`src/rtl/dds_pkg.sv`:
```
// Shared definitions for the DDS wave-table reader: FSM state type,
// default widths and the DAC midscale code.
package dds_pkg;

   typedef enum logic [1:0] {
      ST_IDLE  = 2'd0,
      ST_PRIME = 2'd1,
      ST_RUN   = 2'd2,
      ST_DRAIN = 2'd3
   } dds_state_e;

   localparam int DDS_ADDR_W  = 10;
   localparam int DDS_DATA_W  = 8;
   localparam int DDS_PHASE_W = 32;

   // Offset-binary zero for the default 8-bit DAC.
   localparam logic [DDS_DATA_W-1:0] DAC_MID = 8'h80;

endpackage

```
`src/rtl/dds_phase_acc.sv`:
```
// Phase accumulator with a shadowed tuning word. While running, a new
// tuning word is held back and swapped in on the clock after a wrap so the
// frequency change lands at a phase-continuous point of the waveform.
module dds_phase_acc
   import dds_pkg::*;
#(
   parameter int PHASE_WIDTH = DDS_PHASE_W,
   parameter int ADDR_WIDTH  = DDS_ADDR_W
) (
   input  logic                   clk,
   input  logic                   rst_n,
   input  logic                   run,
   input  logic [PHASE_WIDTH-1:0] fword,
   input  logic                   fword_load,
   output logic [ADDR_WIDTH-1:0]  phase_msb,
   output logic                   wrap
);

   logic [PHASE_WIDTH-1:0] acc_q, acc_d;
   logic [PHASE_WIDTH-1:0] active_q, active_d;
   logic [PHASE_WIDTH-1:0] shadow_q, shadow_d;
   logic                   pending_q, pending_d;
   logic                   wrap_q, wrap_d;
   logic [PHASE_WIDTH-1:0] step;
   logic [PHASE_WIDTH:0]   sum;

   // Next-state: accumulate while running, park at zero otherwise; manage shadow word.
   always_comb begin
      acc_d     = acc_q;
      active_d  = active_q;
      shadow_d  = shadow_q;
      pending_d = pending_q;
      wrap_d    = 1'b0;
      step      = active_q;
      sum       = '0;
      if (run) begin
         // A pending word is applied on the clock right after the wrap pulse,
         // and this very addition already uses it.
         if (wrap_q && pending_q) begin
            step      = shadow_q;
            active_d  = shadow_q;
            pending_d = 1'b0;
         end
         sum    = {1'b0, acc_q} + {1'b0, step};
         acc_d  = sum[PHASE_WIDTH-1:0];
         wrap_d = sum[PHASE_WIDTH];
         // A load on the swap clock re-arms the shadow for the following wrap.
         if (fword_load) begin
            shadow_d  = fword;
            pending_d = 1'b1;
         end
      end else begin
         acc_d = '0;
         // Nothing to stay phase-continuous with: commit any held word now.
         if (pending_q) begin
            active_d = shadow_q;
         end
         pending_d = 1'b0;
         if (fword_load) begin
            active_d = fword;
            shadow_d = fword;
         end
      end
   end

   // Accumulator, tuning-word and wrap registers.
   always_ff @(posedge clk or negedge rst_n) begin
      if (!rst_n) begin
         acc_q     <= '0;
         active_q  <= '0;
         shadow_q  <= '0;
         pending_q <= 1'b0;
         wrap_q    <= 1'b0;
      end else begin
         acc_q     <= acc_d;
         active_q  <= active_d;
         shadow_q  <= shadow_d;
         pending_q <= pending_d;
         wrap_q    <= wrap_d;
      end
   end

   assign phase_msb = acc_q[PHASE_WIDTH-1 -: ADDR_WIDTH];
   assign wrap      = wrap_q;

endmodule

```
`src/rtl/dds_rom_reader.sv`:
```
// DDS front end: run/park FSM, wave-table address generation and the
// amplitude-scaled, offset-binary DAC output register.
module dds_rom_reader
   import dds_pkg::*;
#(
   parameter int ADDR_WIDTH  = DDS_ADDR_W,
   parameter int DATA_WIDTH  = DDS_DATA_W,
   parameter int PHASE_WIDTH = DDS_PHASE_W
) (
   input  logic                   clk,
   input  logic                   rst_n,
   input  logic                   en,
   input  logic [PHASE_WIDTH-1:0] fword,
   input  logic                   fword_load,
   input  logic [ADDR_WIDTH-1:0]  pword,
   input  logic [2:0]             amp_shift,
   output logic [ADDR_WIDTH-1:0]  rom_addr,
   input  logic [DATA_WIDTH-1:0]  rom_data,
   output logic [DATA_WIDTH-1:0]  dac_data,
   output logic                   sample_valid,
   output logic                   wrap
);

   localparam logic [DATA_WIDTH-1:0] MID = DATA_WIDTH'(1) << (DATA_WIDTH - 1);

   // Attenuate around midscale: recentre to signed, arithmetic shift, re-offset.
   // The magnitude never grows, so the result always fits without clipping.
   function automatic logic [DATA_WIDTH-1:0] scale_sample(
      input logic [DATA_WIDTH-1:0] raw,
      input logic [2:0]            shift
   );
      logic signed [DATA_WIDTH:0] centred;
      logic signed [DATA_WIDTH:0] scaled;
      centred = $signed({1'b0, raw}) - $signed({1'b0, MID});
      scaled  = centred >>> shift;
      return DATA_WIDTH'($unsigned(scaled) + {1'b0, MID});
   endfunction

   dds_state_e              state_q, state_d;
   logic                    run;
   logic [ADDR_WIDTH-1:0]   phase_msb;
   logic [ADDR_WIDTH-1:0]   rom_addr_q, rom_addr_d;
   logic                    vld_p0_q, vld_p0_d;
   logic                    vld_p1_q, vld_p1_d;
   logic                    vld_p2_q, vld_p2_d;
   logic [DATA_WIDTH-1:0]   dac_data_q, dac_data_d;

   assign run = (state_q == ST_PRIME) || (state_q == ST_RUN);

   dds_phase_acc #(
      .PHASE_WIDTH (PHASE_WIDTH),
      .ADDR_WIDTH  (ADDR_WIDTH)
   ) u_phase_acc (
      .clk        (clk),
      .rst_n      (rst_n),
      .run        (run),
      .fword      (fword),
      .fword_load (fword_load),
      .phase_msb  (phase_msb),
      .wrap       (wrap)
   );

   // Next-state logic: one PRIME clock on entry, one DRAIN clock on exit.
   always_comb begin
      state_d = state_q;
      case (state_q)
         ST_IDLE:  if (en)  state_d = ST_PRIME;
         ST_PRIME:          state_d = ST_RUN;
         ST_RUN:   if (!en) state_d = ST_DRAIN;
         ST_DRAIN:          state_d = ST_IDLE;
         default:           state_d = ST_IDLE;
      endcase
   end

   // Datapath: address (p0), ROM read (p1), scaled sample (p2); valid rides alongside.
   always_comb begin
      // p0: address issued; only PRIME/RUN addresses feed real samples
      rom_addr_d = phase_msb + pword;
      vld_p0_d   = run;
      // p1: ROM data for the p0 address arrives one clock later
      vld_p1_d   = vld_p0_q;
      // p2: output register, midscale whenever no real sample is present
      vld_p2_d   = vld_p1_q;
      dac_data_d = vld_p1_q ? scale_sample(rom_data, amp_shift) : MID;
   end

   // State and pipeline registers.
   always_ff @(posedge clk or negedge rst_n) begin
      if (!rst_n) begin
         state_q    <= ST_IDLE;
         rom_addr_q <= '0;
         vld_p0_q   <= 1'b0;
         vld_p1_q   <= 1'b0;
         vld_p2_q   <= 1'b0;
         dac_data_q <= MID;
      end else begin
         state_q    <= state_d;
         rom_addr_q <= rom_addr_d;
         vld_p0_q   <= vld_p0_d;
         vld_p1_q   <= vld_p1_d;
         vld_p2_q   <= vld_p2_d;
         dac_data_q <= dac_data_d;
      end
   end

   assign rom_addr     = rom_addr_q;
   assign dac_data     = dac_data_q;
   assign sample_valid = vld_p2_q;

endmodule
```
`config.mk`:
```
export PLATFORM = sky130hd
export DESIGN_NAME = dds_rom_reader
export DESIGN_NICKNAME = d
export VERILOG_FILES = /design/src/rtl/dds_pkg.sv /design/src/rtl/dds_phase_acc.sv /design/src/rtl/dds_rom_reader.sv
export SDC_FILE = /design/constraint.sdc
export NUM_CORES = 1
export LEC_CHECK = 0
export CORE_MARGIN = 2
export CORE_UTILIZATION = 50
export CTS_BUF_LIST = sky130_fd_sc_hd__clkbuf_8
export CTS_CLUSTER_DIAMETER = 40
export DETAILED_ROUTE_END_ITERATION = 8
export HOLD_SLACK_MARGIN = 0.03
export PLACE_DENSITY = 0.69
export SYNTH_ARGS = -nofsm -noshare
export SYNTH_HDL_FRONTEND = slang
export SYNTH_SLANG_ARGS = --single-unit
export TNS_END_PERCENT = 50
```
`constraint.sdc`:
```
create_clock -name clk -period 3.5 [get_ports clk]
set_clock_uncertainty 0.05 [all_clocks]
set_input_delay 0.7 -clock clk [delete_from_list [all_inputs] [get_ports clk]]
set_output_delay 0.7 -clock clk [all_outputs]
set_load 0.005 [all_outputs]
```
Metal 2:
Cells faint in the background.
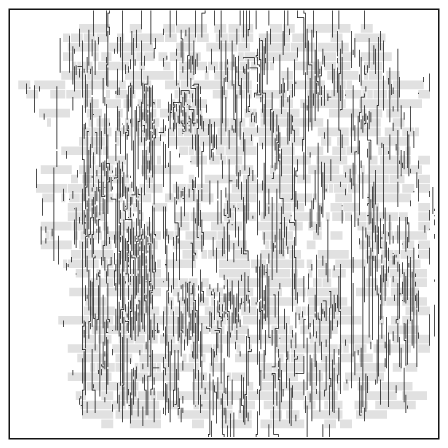
main direction	vertical
wire length on this layer	7640 um
nets with wire on the layer	762

The clock network:
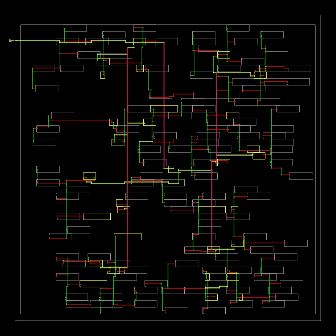
flip-flops: 121
clock net sink count: 121

Drive-strength map:
Bar = 20 um.
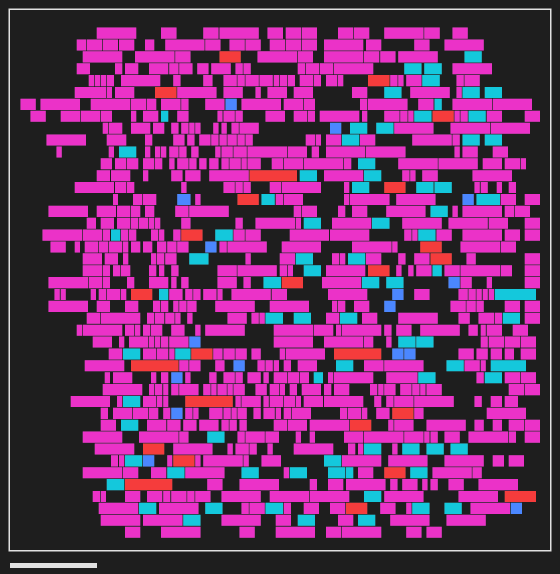
size	color	cells
drive 3 to 4	blue	16
drive 1 or less	magenta	669
drive 6 and up	red	25
drive 2	cyan	80

==> out/metrics.yaml <==
run_status:
  status: "completed"
final_layout:
  area.growth.synth_to_final_pct: 20.2
  sh_comb_area: 0.459
  comb_area_sq_um: 3950
  final-seq-area_sq_um: 3030
  clock_area_frac: 0.0537
  lay_top_cells: "dfrtp_1 (120), clkdlybuf4s50_1 (75), nand2_1 (67)"
  seq_area_frac: 0.352
  final.clkbuf_count: 19
  largest_registers: "u_phase_acc.acc_q (32), u_phase_acc.active_q (32), u_phase_acc.shadow_q (32)"
logic_synthesis:
  post-synth-top-area-cell: "dfrtp_1"
  xor_area_frac: 0.0392
  yosysTopAreaCellShare: 0.420
  compound_area_frac: 0.138
  fa_ha_area_frac: 0.0966
  syn_area_per_cell_sq_um: 10.2
  ys_ff: 121
  topCellsByArea: "dfrtp_1 (42%), mux2_2 (10%), ha_1 (9.1%)"
  top_cell: "dfrtp_1"
  ys_types: 52
  ys_sh_mux: 0.160
  synth_area_sq_um: 7150
  top_cells_by_count: "dfrtp_1 (120), nand2_1 (67), mux2_2 (66), o21ai_0 (56), ha_1 (52)"
  edf_count: 0
  ys_seq_frac: 0.423
sta:
  setup_viol: 0
  slew_violations: 0
  rsz0062_at_grt: "false"
  fin_crit_ns: 3.34
  period_used_share: 0.953
  fin_tns_setup_ns: 0
worst_setup_path:
  cp_max_fo: 13
  worstSetupStartpointType: "register"
  path_depth: 11
  cp_slowest_cell: "or3_1"
  reg2regPathDepth: 11
  rrSetupSlack_ns: 0.16
  required_ns: 3.78
  cp-startpoint: "u_phase_acc.pending_q"
  regToRegEndpoint: "u_phase_acc.wrap"
hold_path:
  hp-class: "in2async"
place:
  numPortBuffers: 76
  dpl.hpwl_mm: 11.8
  place.gp.congestion: 0.867
cts:
  clk_latency_ns: 0.45
  post-cts-setup-buffers: 0
  cts.clk_slew.worst_paths_ns: 0.07
  tritoncts: "built"
  htree_levels: 4
  cts_root_buffer: "clkbuf_8"
  clk_path_buf_depth: 2
floorplan:
  die-height_um: 124
  row_count: 43
  dieWidth_um: 124
  core_area_sq_um: 13900
job:
  maxCapViolations: 0
  log.warning_count: 36
power:
  clock_power_share: 0.180
  leakage_uw: 0.00394
  p_per_area_nw_per_um2: 939
  power_uw: 8070
route:
  wl_mm: 16.6
  vias: 5515
  met1_length_mm: 7.80
  top_layer_used: "met4"
global_routing:
  track_usage: 0.229
  use_met1: 0.310
  grt_pass1_wl_mm: 26.9
  grt_max_degree: 76
  first_global_vias: 5487
Signal wires by layer:
Two of the layers only.
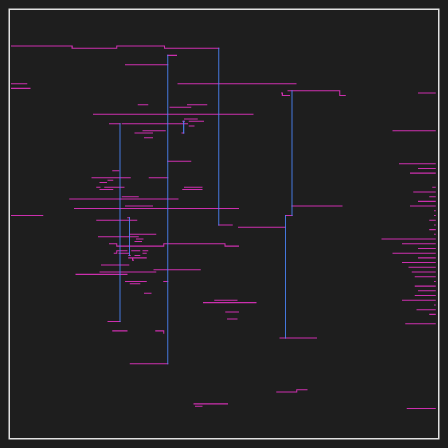
layer	color	wire length
met4	blue	283 um
met3	magenta	857 um

M4 wires:
Bar = 20 um. Cells faint in the background.
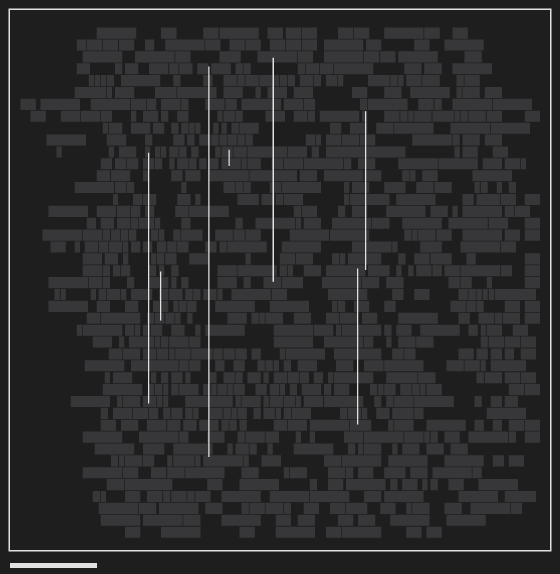
main direction	vertical
longest straight run	89.1 um

[power by group through the flow]
stage	combinational [uW]	clock (uW)	sequential, uW
floorplan	3240	0	2140
global placement	4280	0	2170
detailed placement	4360	0	2190
CTS	4410	1480	2170
global route	4950	1540	2230
finish	4440	1450	2170
[stage by stage]
stage	instances	util	hold slack [ns]	worst slack (ns)	cell area (sq um)
after floorplan	699	-	0.281	0.418	7150
after global placement	938	0.583	0.290	0.269	8130
after detailed placement	938	0.583	0.291	0.186	8130
after CTS	970	0.616	0.204	0.143	8590
after global routing	970	0.617	0.239	0.0271	8590
final	970	0.617	0.200	0.164	8590
[what timing repair did]
action | 4_1_cts | 5_1_grt
setup endpoints to repair | 0 | 2
gates resized | 0 | 3
hold buffers | 0 | 0
Power and IR drop assume default switching activity.
